**src/rtl/btn_debounce_1khz.sv**
```systemverilog
// Front-panel debouncer: synchronizes raw button/coin inputs and commits a new level
// only after it has disagreed with the current one for STABLE_MS rising edges of the 1 kHz input.
module btn_debounce_1khz #(
    parameter int N_BTN     = 4,
    parameter int STABLE_MS = 20,
    parameter int CNT_W     = 5
) (
    input  logic             i_clk,
    input  logic             reset,
    input  logic             i_clk_1khz,
    input  logic [N_BTN-1:0] i_btn,
    output logic [N_BTN-1:0] o_btn_level,
    output logic [N_BTN-1:0] o_btn_pulse,
    output logic             o_tick
);
    localparam logic [CNT_W-1:0] CNT_LAST = CNT_W'(STABLE_MS - 1);
    localparam logic [CNT_W-1:0] CNT_ONE  = CNT_W'(1);

    logic             slow_q_reg;
    logic             slow_d_reg;
    logic [N_BTN-1:0] sync1_reg;
    logic [N_BTN-1:0] sync2_reg;
    logic             tick;

    // History flops reset high so a 1 kHz input already high at reset is not seen as an edge.
    always_ff @(posedge i_clk) begin
        if (reset) begin
            slow_q_reg <= 1'b1;
            slow_d_reg <= 1'b1;
            sync1_reg  <= '0;
            sync2_reg  <= '0;
        end else begin
            slow_q_reg <= i_clk_1khz;
            slow_d_reg <= slow_q_reg;
            sync1_reg  <= i_btn;
            sync2_reg  <= sync1_reg;
        end
    end

    assign tick   = slow_q_reg & ~slow_d_reg;
    assign o_tick = tick;

    generate
        for (genvar gi = 0; gi < N_BTN; gi++) begin : g_btn
            logic             btn_s;
            logic [CNT_W-1:0] cnt_reg;
            logic [CNT_W-1:0] cnt_next;
            logic             level_reg;
            logic             level_next;
            logic             pulse_reg;
            logic             pulse_next;

            assign btn_s = sync2_reg[gi];

            // Any cycle where the input agrees with the level restarts the count, so a bounce
            // anywhere inside the window costs the whole window.
            always_comb begin
                cnt_next   = cnt_reg;
                level_next = level_reg;
                pulse_next = 1'b0;
                if (btn_s == level_reg) begin
                    cnt_next = '0;
                end else if (tick) begin
                    if (cnt_reg == CNT_LAST) begin
                        level_next = btn_s;
                        pulse_next = btn_s;
                        cnt_next   = '0;
                    end else begin
                        cnt_next = cnt_reg + CNT_ONE;
                    end
                end
            end

            always_ff @(posedge i_clk) begin
                if (reset) begin
                    cnt_reg   <= '0;
                    level_reg <= 1'b0;
                    pulse_reg <= 1'b0;
                end else begin
                    cnt_reg   <= cnt_next;
                    level_reg <= level_next;
                    pulse_reg <= pulse_next;
                end
            end

            assign o_btn_level[gi] = level_reg;
            assign o_btn_pulse[gi] = pulse_reg;
        end
    endgenerate

endmodule

```
**config.mk**
```make
export PLATFORM = sky130hd
export DESIGN_NAME = btn_debounce_1khz
export DESIGN_NICKNAME = d
export VERILOG_FILES = /design/src/rtl/btn_debounce_1khz.sv
export SDC_FILE = /design/constraint.sdc
export NUM_CORES = 1
export LEC_CHECK = 0
export ABC_AREA = 1
export CAP_MARGIN = 20
export CORE_UTILIZATION = 56
export DETAILED_ROUTE_END_ITERATION = 8
export GPL_ROUTABILITY_DRIVEN = 0
export PLACE_DENSITY = 0.78
export SYNTH_ARGS = -nofsm -noshare
export SYNTH_HDL_FRONTEND = slang
export SYNTH_SLANG_ARGS = --single-unit
```
**constraint.sdc**
```tcl
create_clock -name i_clk -period 1.3 [get_ports i_clk]
set_clock_uncertainty 0.1 [all_clocks]
set_input_delay 0.26 -clock i_clk [delete_from_list [all_inputs] [get_ports i_clk]]
set_output_delay 0.26 -clock i_clk [all_outputs]
set_load 0.005 [all_outputs]
```
==> images/met2.png <==
Scale bar: 20 um.
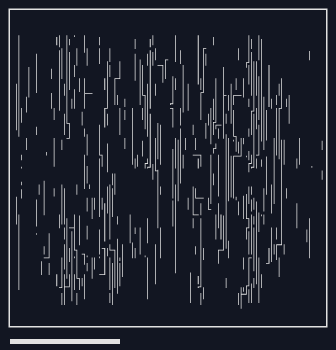
wire length on this layer: 1370 um
longest straight run: 20.7 um
main direction: vertical
global routing usage on met2: 0.317
number of vias after detailed routing: 1484
total wirelength of the detailed-routed design: 3.01 mm

==> images/clock_map.png <==
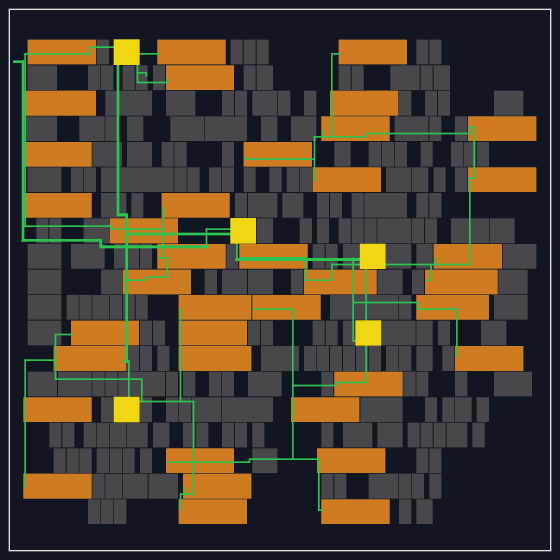
[cells driving clock nets] yellow | count: 5
[clock wires] green | length: 426 um
[flip-flops] orange | count: 38
flops lie: spread over the die
routed clock nets: 6
clock network power: 0.632 mW
clock power share: 0.330
later-pin clock latency in the skew report: 340 ps

==> reports/qor.tcl <==
set qor(r2r_start) {slow_d_reg}
set qor(synth_cells) 241
set qor(detailedPlacementHpwl_mm) 2.15
set qor(detail_route.vias_per_cell) 4.98
set qor(num_rows) 19
set qor(worst_path_max_delay_cell) {sky130_fd_sc_hd__dfxtp_2}
set qor(antenna_cells_inserted) 0
set qor(largest_register_ffs) 20
set qor(top_area_frac) 0.441
set qor(final-setup-viol-count) 1
set qor(first_iter_violations) 61
set qor(syn_avg_cell_area_um2) 7.16
set qor(synth_top_cell_by_area) {sky130_fd_sc_hd__dfxtp_1}
set qor(synthesis.nets) 252
set qor(grt_antenna_before_repair) 0
set qor(most_instantiated_logic_cell_after_routing) {sky130_fd_sc_hd__nand2_1}
set qor(critical_path_class) {reg2out}
set qor(r2r_setup_slack_ps) 70
set qor(final_nets) 277
set qor(synth-edff-count) 0
set qor(cell_pwr_density_mw_per_mm2) 938
set qor(gr-usage-all-layers) 0.194
set qor(ys_sh_simple) 0.347
set qor(post_cts.resized_instances) 20
set qor(result_of_the_run) {complete, but fails checks}
set qor(worst_r2r_path_depth) 4
set qor(layout_min_cycle_time_ps) 1300
set qor(worstPathCellList) {inv_4 > nor2_8 > buf_6}
set qor(ys.flop_type) {sky130_fd_sc_hd__dfxtp_1}
set qor(leakagePower_nw) 0.866
set qor(worstHoldEndpoint) {sync2_reg[2]}
set qor(drc) 5
set qor(grt_pass1_vias) 1205
set qor(layout.core_utilization) 0.722
set qor(failing_checks) {design-rule violations, negative setup slack}
set qor(first_pass_iters) 6
set qor(postSynthRegisterBits) 38
set qor(route.antenna.remaining_nets) 0
set qor(yosysMostFrequentCell) {sky130_fd_sc_hd__nand2_1}
set qor(tightest_slew_ps) 221
set qor(final_cell_mix) {67 x sky130_fd_sc_hd__nand2_1, 51 x sky130_fd_sc_hd__nor2_1, 31 x sky130_fd_sc_hd__dfxtp_1}
set qor(initCoreUtil) 0.610
set qor(layout_setup_ws_ps) -2.60
set qor(ys_chip_area_mm2) 0.00173
set qor(clock_tree.htree_level_count) 2
set qor(slew-limit-headroom) 0.852
set qor(required_ps) 940
set qor(crit_cells) 3
==> images/pdn.png <==
Pins as bars on the die edge. Tap cells in gray.
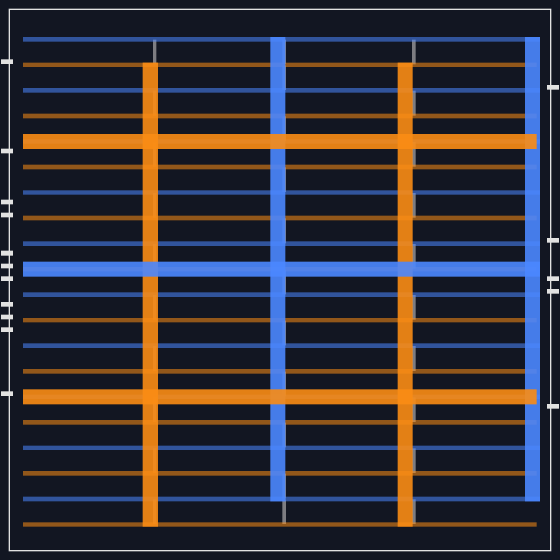
| net | color |
|---|---|
| VSS | orange |
| VDD | blue |
signal pins: 16
met5 straps: 3
met4 straps: 4
tap cells: 31
die width: 57.5 um
die height: 57.5 um
Core ar.: 0.00283 mm^2
Max IR drop VDD: 0.769 mV

==> images/cell_classes.png <==
Scale bar: 20 um. Fill, decap, tap and diode cells in gray.
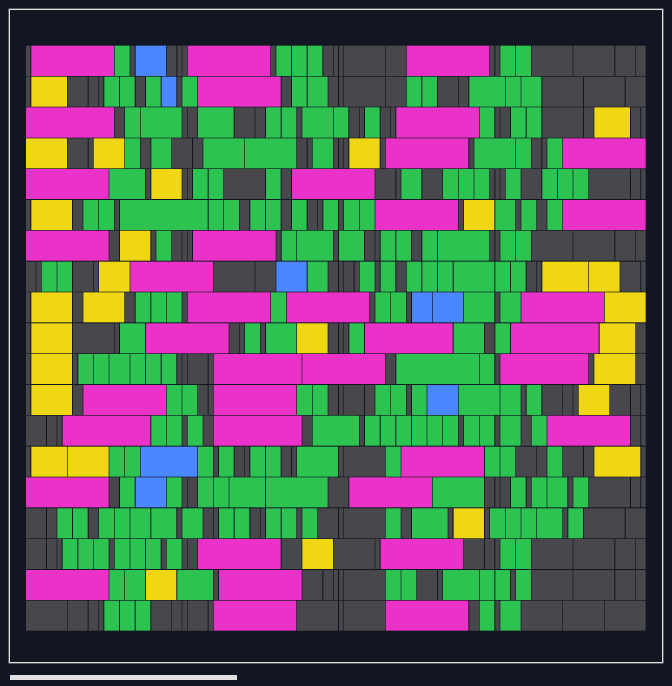
| class | color | cells | share of their area |
|---|---|---|---|
| all other logic | green | 193 | 46% |
| clock drivers and dummy loads | blue | 8 | 3.0% |
| other buffers and delay cells | yellow | 28 | 12% |
| flip-flops | magenta | 38 | 38% |

[layout make-up]
type                    instances  area (um^2)  share of cell area
inverters                      32          126              0.0619
multi-input cells             161          800               0.392
flip-flops and latches         38          769               0.377
well taps                      31         38.8              0.0190
repair buffers                 28          248               0.121
clock buffers                   7         55.1              0.0270
clock inverters                 1         5.00             0.00245
[kinds of logic (layout without fill, tap and decap cells)]
logic type / Yosys count / count (layout)
xor gates and xnor gates: 6 / 6
DFF: 38 / 38
and+or+nand+nor: 140 / 140
AOI/OAI and AO/OA: 11 / 11
buffers and inverters: 42 / 68
adders and majority gates: 4 / 4
[where the power goes]
part | internal [mW] | leakage, nW | switching (mW)
clock network | 0.262 | 0.0353 | 0.370
logic | 0.0426 | 0.520 | 0.0516
registers | 1.18 | 0.310 | 0.0106
Power is estimated from default activity; no workload was simulated.
